## config.mk

```make
export PLATFORM = sky130hd
export DESIGN_NAME = key_reset_sequencer_flat
export DESIGN_NICKNAME = d
export VERILOG_FILES = /design/src/rtl/key_reset_pkg.sv /design/src/rtl/key_reset_sequencer_if.sv /design/src/rtl/key_reset_sequencer_debounce.sv /design/src/rtl/key_reset_sequencer.sv /design/src/flat_wrapper.sv
export SDC_FILE = /design/constraint.sdc
export NUM_CORES = 1
export LEC_CHECK = 0
export ABC_AREA = 1
export ABC_CLOCK_PERIOD_IN_PS = 1700
export CAP_MARGIN = 15
export CORE_ASPECT_RATIO = 1.75
export CORE_MARGIN = 10
export CORE_UTILIZATION = 60
export CTS_BUF_LIST = sky130_fd_sc_hd__clkbuf_4
export DETAILED_ROUTE_END_ITERATION = 8
export PLACE_DENSITY_LB_ADDON = 0.3
export SLEW_MARGIN = 20
export SYNTH_ARGS = -nofsm -noshare
export SYNTH_HDL_FRONTEND = slang
export SYNTH_SLANG_ARGS = --single-unit
```

## constraint.sdc

```tcl
create_clock -name clk -period 1.7 [get_ports clk]
set_input_delay 0.34 -clock clk [delete_from_list [all_inputs] [get_ports clk]]
set_output_delay 0.34 -clock clk [all_outputs]
set_load 0.005 [all_outputs]
```

## src/rtl/key_reset_pkg.sv

```systemverilog
// Shared constants for the key/reset front-end: FSM encoding and the default timing for the
// 10 MHz build.
package key_reset_pkg;

  localparam logic [1:0] ST_PULSE = 2'd0;
  localparam logic [1:0] ST_RUN   = 2'd1;
  localparam logic [1:0] ST_HOLD  = 2'd2;

  typedef enum logic [1:0] {
    StPulse = ST_PULSE,
    StRun   = ST_RUN,
    StHold  = ST_HOLD
  } state_e;

  // 1 ms debounce and 6.4 us reset pulse at 10 MHz
  localparam int unsigned DefSyncStages     = 2;
  localparam int unsigned DefDebounceCycles = 10000;
  localparam int unsigned DefPulseCycles    = 64;
  localparam int unsigned DefCountWidth     = 8;

endpackage

```

## src/rtl/key_reset_sequencer_if.sv

```systemverilog
// Button input and reset/status outputs of the key reset sequencer, bundled for port connection.
interface key_reset_sequencer_if
  import key_reset_pkg::*;
#(
  parameter int unsigned COUNT_WIDTH = DefCountWidth
);

  logic                   key_n;
  logic                   soc_reset;
  logic                   key_state;
  logic                   key_press;
  logic [COUNT_WIDTH-1:0] rst_count;

  modport master (
    output key_n,
    input  soc_reset,
    input  key_state,
    input  key_press,
    input  rst_count
  );

  modport slave (
    input  key_n,
    output soc_reset,
    output key_state,
    output key_press,
    output rst_count
  );

endinterface

```

## src/rtl/key_reset_sequencer_debounce.sv

```systemverilog
// Synchroniser plus debounce for the raw active-low push-button; emits the debounced level and
// a one-cycle press strobe.
module key_debounce
  import key_reset_pkg::*;
#(
  parameter int unsigned SYNC_STAGES     = DefSyncStages,
  parameter int unsigned DEBOUNCE_CYCLES = DefDebounceCycles
) (
  input  logic clk,
  input  logic reset_n,
  input  logic key_n,
  output logic key_state,
  output logic key_press
);

  localparam int unsigned CntW = $clog2(DEBOUNCE_CYCLES + 1);

  logic [SYNC_STAGES-1:0] sync_q;
  logic [CntW-1:0]        cnt_q, cnt_d;
  logic                   state_q, state_d;
  logic                   press_q, press_d;
  logic                   s;

  // Flops reset to the released level so a held button is seen as a fresh press after reset
  always_ff @(posedge clk or negedge reset_n) begin
    if (!reset_n) begin
      sync_q <= '1;
    end else begin
      sync_q <= {sync_q[SYNC_STAGES-2:0], key_n};
    end
  end

  always_comb begin
    s       = ~sync_q[SYNC_STAGES-1];
    cnt_d   = '0;
    state_d = state_q;
    press_d = 1'b0;
    if (s != state_q) begin
      if (cnt_q == CntW'(DEBOUNCE_CYCLES - 1)) begin
        state_d = s;
        press_d = s;
      end else begin
        cnt_d = cnt_q + CntW'(1);
      end
    end
  end

  always_ff @(posedge clk or negedge reset_n) begin
    if (!reset_n) begin
      cnt_q   <= '0;
      state_q <= 1'b0;
      press_q <= 1'b0;
    end else begin
      cnt_q   <= cnt_d;
      state_q <= state_d;
      press_q <= press_d;
    end
  end

  assign key_state = state_q;
  assign key_press = press_q;

endmodule

```

## src/rtl/key_reset_sequencer.sv

```systemverilog
// SoC reset front-end: stretches power-on and button-release resets, holds reset while the
// debounced button is down and counts button-initiated resets.
module key_reset_sequencer
  import key_reset_pkg::*;
#(
  parameter int unsigned SYNC_STAGES     = DefSyncStages,
  parameter int unsigned DEBOUNCE_CYCLES = DefDebounceCycles,
  parameter int unsigned PULSE_CYCLES    = DefPulseCycles,
  parameter int unsigned COUNT_WIDTH     = DefCountWidth
) (
  input logic            clk,
  input logic            reset_n,
  key_reset_sequencer_if.slave bus
);

  localparam int unsigned PulseW = $clog2(PULSE_CYCLES + 1);

  logic                   key_state;
  logic                   key_press;
  state_e                 state_q, state_d;
  logic [PulseW-1:0]      pulse_q, pulse_d;
  logic [COUNT_WIDTH-1:0] count_q, count_d;
  logic                   soc_reset_q, soc_reset_d;

  key_debounce #(
    .SYNC_STAGES     (SYNC_STAGES),
    .DEBOUNCE_CYCLES (DEBOUNCE_CYCLES)
  ) u_debounce (
    .clk       (clk),
    .reset_n   (reset_n),
    .key_n     (bus.key_n),
    .key_state (key_state),
    .key_press (key_press)
  );

  always_comb begin
    state_d = state_q;
    pulse_d = pulse_q;
    count_d = count_q;
    unique case (state_q)
      StPulse: begin
        // A press restarts everything, even on the last pulse cycle
        if (key_press) begin
          state_d = StHold;
          pulse_d = '0;
        end else if (pulse_q == PulseW'(PULSE_CYCLES - 1)) begin
          state_d = StRun;
          pulse_d = '0;
        end else begin
          pulse_d = pulse_q + PulseW'(1);
        end
      end
      StRun: begin
        if (key_press) begin
          state_d = StHold;
        end
      end
      StHold: begin
        if (!key_state) begin
          state_d = StPulse;
          pulse_d = '0;
        end
      end
      default: begin
        state_d = StPulse;
        pulse_d = '0;
      end
    endcase
    if (state_d == StHold && state_q != StHold && count_q != '1) begin
      count_d = count_q + COUNT_WIDTH'(1);
    end
    soc_reset_d = (state_d != StRun);
  end

  always_ff @(posedge clk or negedge reset_n) begin
    if (!reset_n) begin
      state_q     <= StPulse;
      pulse_q     <= '0;
      count_q     <= '0;
      soc_reset_q <= 1'b1;
    end else begin
      state_q     <= state_d;
      pulse_q     <= pulse_d;
      count_q     <= count_d;
      soc_reset_q <= soc_reset_d;
    end
  end

  assign bus.soc_reset = soc_reset_q;
  assign bus.key_state = key_state;
  assign bus.key_press = key_press;
  assign bus.rst_count = count_q;

endmodule
```

## src/flat_wrapper.sv

```systemverilog
// flat-port wrapper written by rule: the top's interface ports become plain ports
module key_reset_sequencer_flat import key_reset_pkg::*;
#(
  parameter int unsigned SYNC_STAGES     = DefSyncStages,
  parameter int unsigned DEBOUNCE_CYCLES = DefDebounceCycles,
  parameter int unsigned PULSE_CYCLES    = DefPulseCycles,
  parameter int unsigned COUNT_WIDTH     = DefCountWidth
)
  (clk, reset_n, bus_key_n, bus_soc_reset, bus_key_state, bus_key_press, bus_rst_count);
  key_reset_sequencer_if #(.COUNT_WIDTH(COUNT_WIDTH)) bus_i ();
  input logic clk;
  input logic reset_n;
  input wire logic [$bits(bus_i.key_n)-1:0] bus_key_n;
  output wire logic [$bits(bus_i.soc_reset)-1:0] bus_soc_reset;
  output wire logic [$bits(bus_i.key_state)-1:0] bus_key_state;
  output wire logic [$bits(bus_i.key_press)-1:0] bus_key_press;
  output wire logic [$bits(bus_i.rst_count)-1:0] bus_rst_count;
  assign bus_i.key_n = bus_key_n;
  assign bus_soc_reset = bus_i.soc_reset;
  assign bus_key_state = bus_i.key_state;
  assign bus_key_press = bus_i.key_press;
  assign bus_rst_count = bus_i.rst_count;
  key_reset_sequencer #(.SYNC_STAGES(SYNC_STAGES), .DEBOUNCE_CYCLES(DEBOUNCE_CYCLES), .PULSE_CYCLES(PULSE_CYCLES), .COUNT_WIDTH(COUNT_WIDTH)) u_core (.clk(clk), .reset_n(reset_n), .bus(bus_i));
endmodule
```

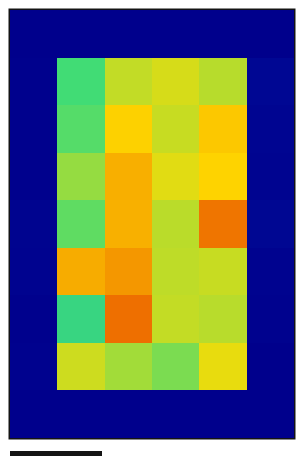
Fig. 1. Cell area per tile.
Bar = 20 µm. The die is cut into 6 by 9 equal tiles; dark blue is low, red is high, 0 to 100% covered.
nearly empty tiles	48%
tiles over 75% full	17%
emptiest ninth of the die	top left
fullest tile	87%
densest ninth of the die	middle
mean over tiles	36%
final core occ: 71.4%
fp_density: 62.1%
core area: 2930 µm²

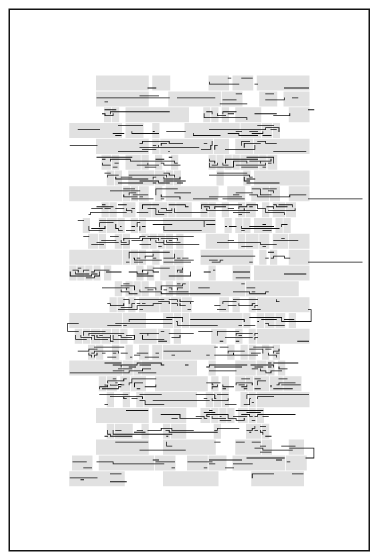
Fig. 2. Met1 routing.
Cells faint in the background.
nets with wire on the layer	237
longest straight run	19.8 µm
vias post-DR: 1482
routed wire length: 3640 µm

==> impl_metrics.tcl <==
# flow metrics
set metrics [dict create \
    grt_pass1_vias 1494 \
    xor_share_pct 5.72 \
    comb_power_share_pct 3.0 \
    ioPinCount 14 \
    die-area_um2 5720 \
    synth_top_cell_by_count "nand2_1" \
    arrival_ns 1.30 \
    rr_worst_depth 8 \
    drt_iter0_markers 50 \
    synth.top_cells.by_count "nand2_1 (63), nor2_1 (39), dfrtp_1 (33)" \
    worst-path-stages 1 \
    ff2ff_setup_slack_ns 0.20 \
    ys_top_cells_by_area "dfrtp_1 (45%), nand2_1 (13%), nor2_1 (8.1%), dfstp_2 (4.3%), inv_1 (4.3%)" \
    edf_count 0 \
    yosysWarnings 0 \
    ys_cells 224 \
    grt_max_degree 37 \
    logic_family "simple AND/OR/NAND/NOR gates" \
    required_ns 1.36 \
    seq_area_frac_synth_pct 49.8 \
    cap_viol_max_count 0 \
    setup_viol 0 \
    synth-main-ff-cell "dfrtp_1" \
    critPathSlowestCell "clkdlybuf4s50_1" \
    criticalPathCategory "reg -> out" \
    worstSetupStartpoint "u_core.bus.rst_count[2]" \
    ys_area_um2 1820 \
    synthArstFlopShare_pct 100 \
    wl_met2_um 2040 \
    use_met2_pct 26.6 \
    fillers 238 \
    finalHoldViolCount 0 \
    die_w_um 61.6 \
    final_cells 276 \
    r2r_end "u_core.bus.rst_count[7]" \
    antennaDiodeCount 0 \
    holdCritPathClass "reg -> reg" \
    regMostFlops "u_core.u_debounce.cnt_q" \
    drt-pass1-iter-count 4 \
    area.growth.synth_to_final_pct 15.0 \
    wl_met3_um 122 \
    dp_hpwl_um 2660 \
    drive_gt1_share_pct 11.7 \
    p_total_mw 1.50 \
    cp_top_family "buffers and inverters" \
    crit_fanout 5 \
    fmax_ghz 0.609 \
    internal_power_mw 1.18 \
    syn-num-nets 230 \
    grt_pass1_wl_um 6580 \
    r2r_start "u_core.bus.rst_count[0]" \
    clkTransAtPathRegs_ns 0.11 \
    tritoncts "built" \
    via_per_inst 5.37 \
    crit_path_max_incr_delay_ns 0.52 \
    worst_setup_path_start_kind "register" \
    setup-tns-final_ns 0 \
    numCtsBuffers 5 \
    hold_slack_ns 0.362 \
    dpl_cell_area_um2 1990 \
    gr-total-overflow 0 \
    sw_frac_of_total_pct 21.5 \
    compound_area_share_pct 5.44 \
    root_buffer "clkbuf_4" \
    drc 0 \
    yosys.area.top_type "dfrtp_1" \
    run_status "complete, no violations" \
    dp.cells 266 \
    cp_cell_sequence "clkdlybuf4s50_1" \
    critPathCaptureType "output port" \
    synth_cell_types 27 \
    tightest_slew_ns 0.457 \
    crit_end "bus_rst_count[2]" \
    clock_skew_ns 0.0135 \
    min_period_ns 1.64 \
    finalCritPeriodShare_pct 96.5 \
    fin_ws_ns 0.0588 \
    ys_sh_mux_pct 0 \
    rsz0062_at_grt "false" \
    p_switching_mw 0.323 \
    slew_headroom_pct 69.5 \
    log.warning_count 26 \
    seqPwrFrac_pct 58.1 \
    avgSynthCellArea_um2 8.11 \
    p_leak_nw 0.966 \
    cts_max_path_buffers 2 \
    hp-start "u_core.u_debounce.sync_q[0]" \
    whs_path_depth 0 \
    maxUsedRoutingLayer "met4" \
]
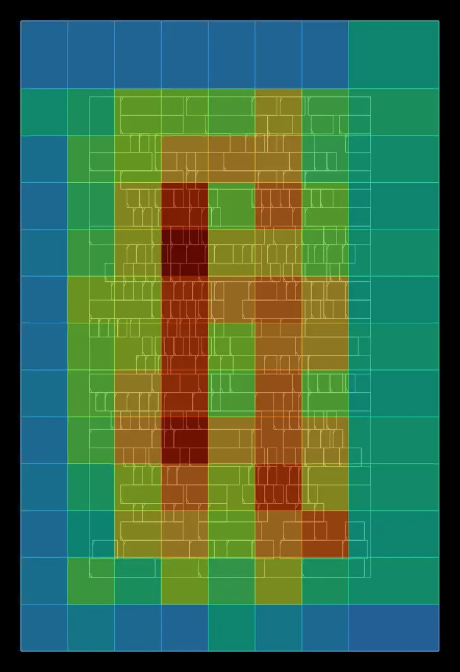
Fig. 3. Routing congestion.
per-cell routed wire length: 13.2 µm
met1 global-route usage: 15.4%
met3 Use GR: 3.97%
overall routing resource usage: 15.0%
GRT busiest layer: met2

==> power by group through the flow <==
stage	combinational (mW)	clock, mW	sequential [mW]
floorplan	0.0178	0	0.889
global placement	0.0467	0	0.890
detailed placement	0.0469	0	0.890
CTS	0.0470	0.595	0.874
global route	0.0540	0.644	0.876
finish	0.0458	0.584	0.874
==> layout make-up <==
cell class | instances | area (µm²) | share of cell area, %
Clock inverter | 3 | 37.5 | 1.80
Multi-Input combinational cell | 165 | 823 | 39.4
Tap cell | 28 | 35.0 | 1.68
Clock buffer | 5 | 37.5 | 1.80
Inverter | 22 | 82.6 | 3.95
Timing Repair Buffer | 17 | 161 | 7.72
Sequential cell | 36 | 912 | 43.7
==> repair_timing <==
action,CTS,global route
gates resized,2,7
cloned,0,0
endpoints found under the setup margin,2,11
hold buffers,0,0
setup buffers,0,2
No activity file was given, so power comes from the tool's default toggle rates.
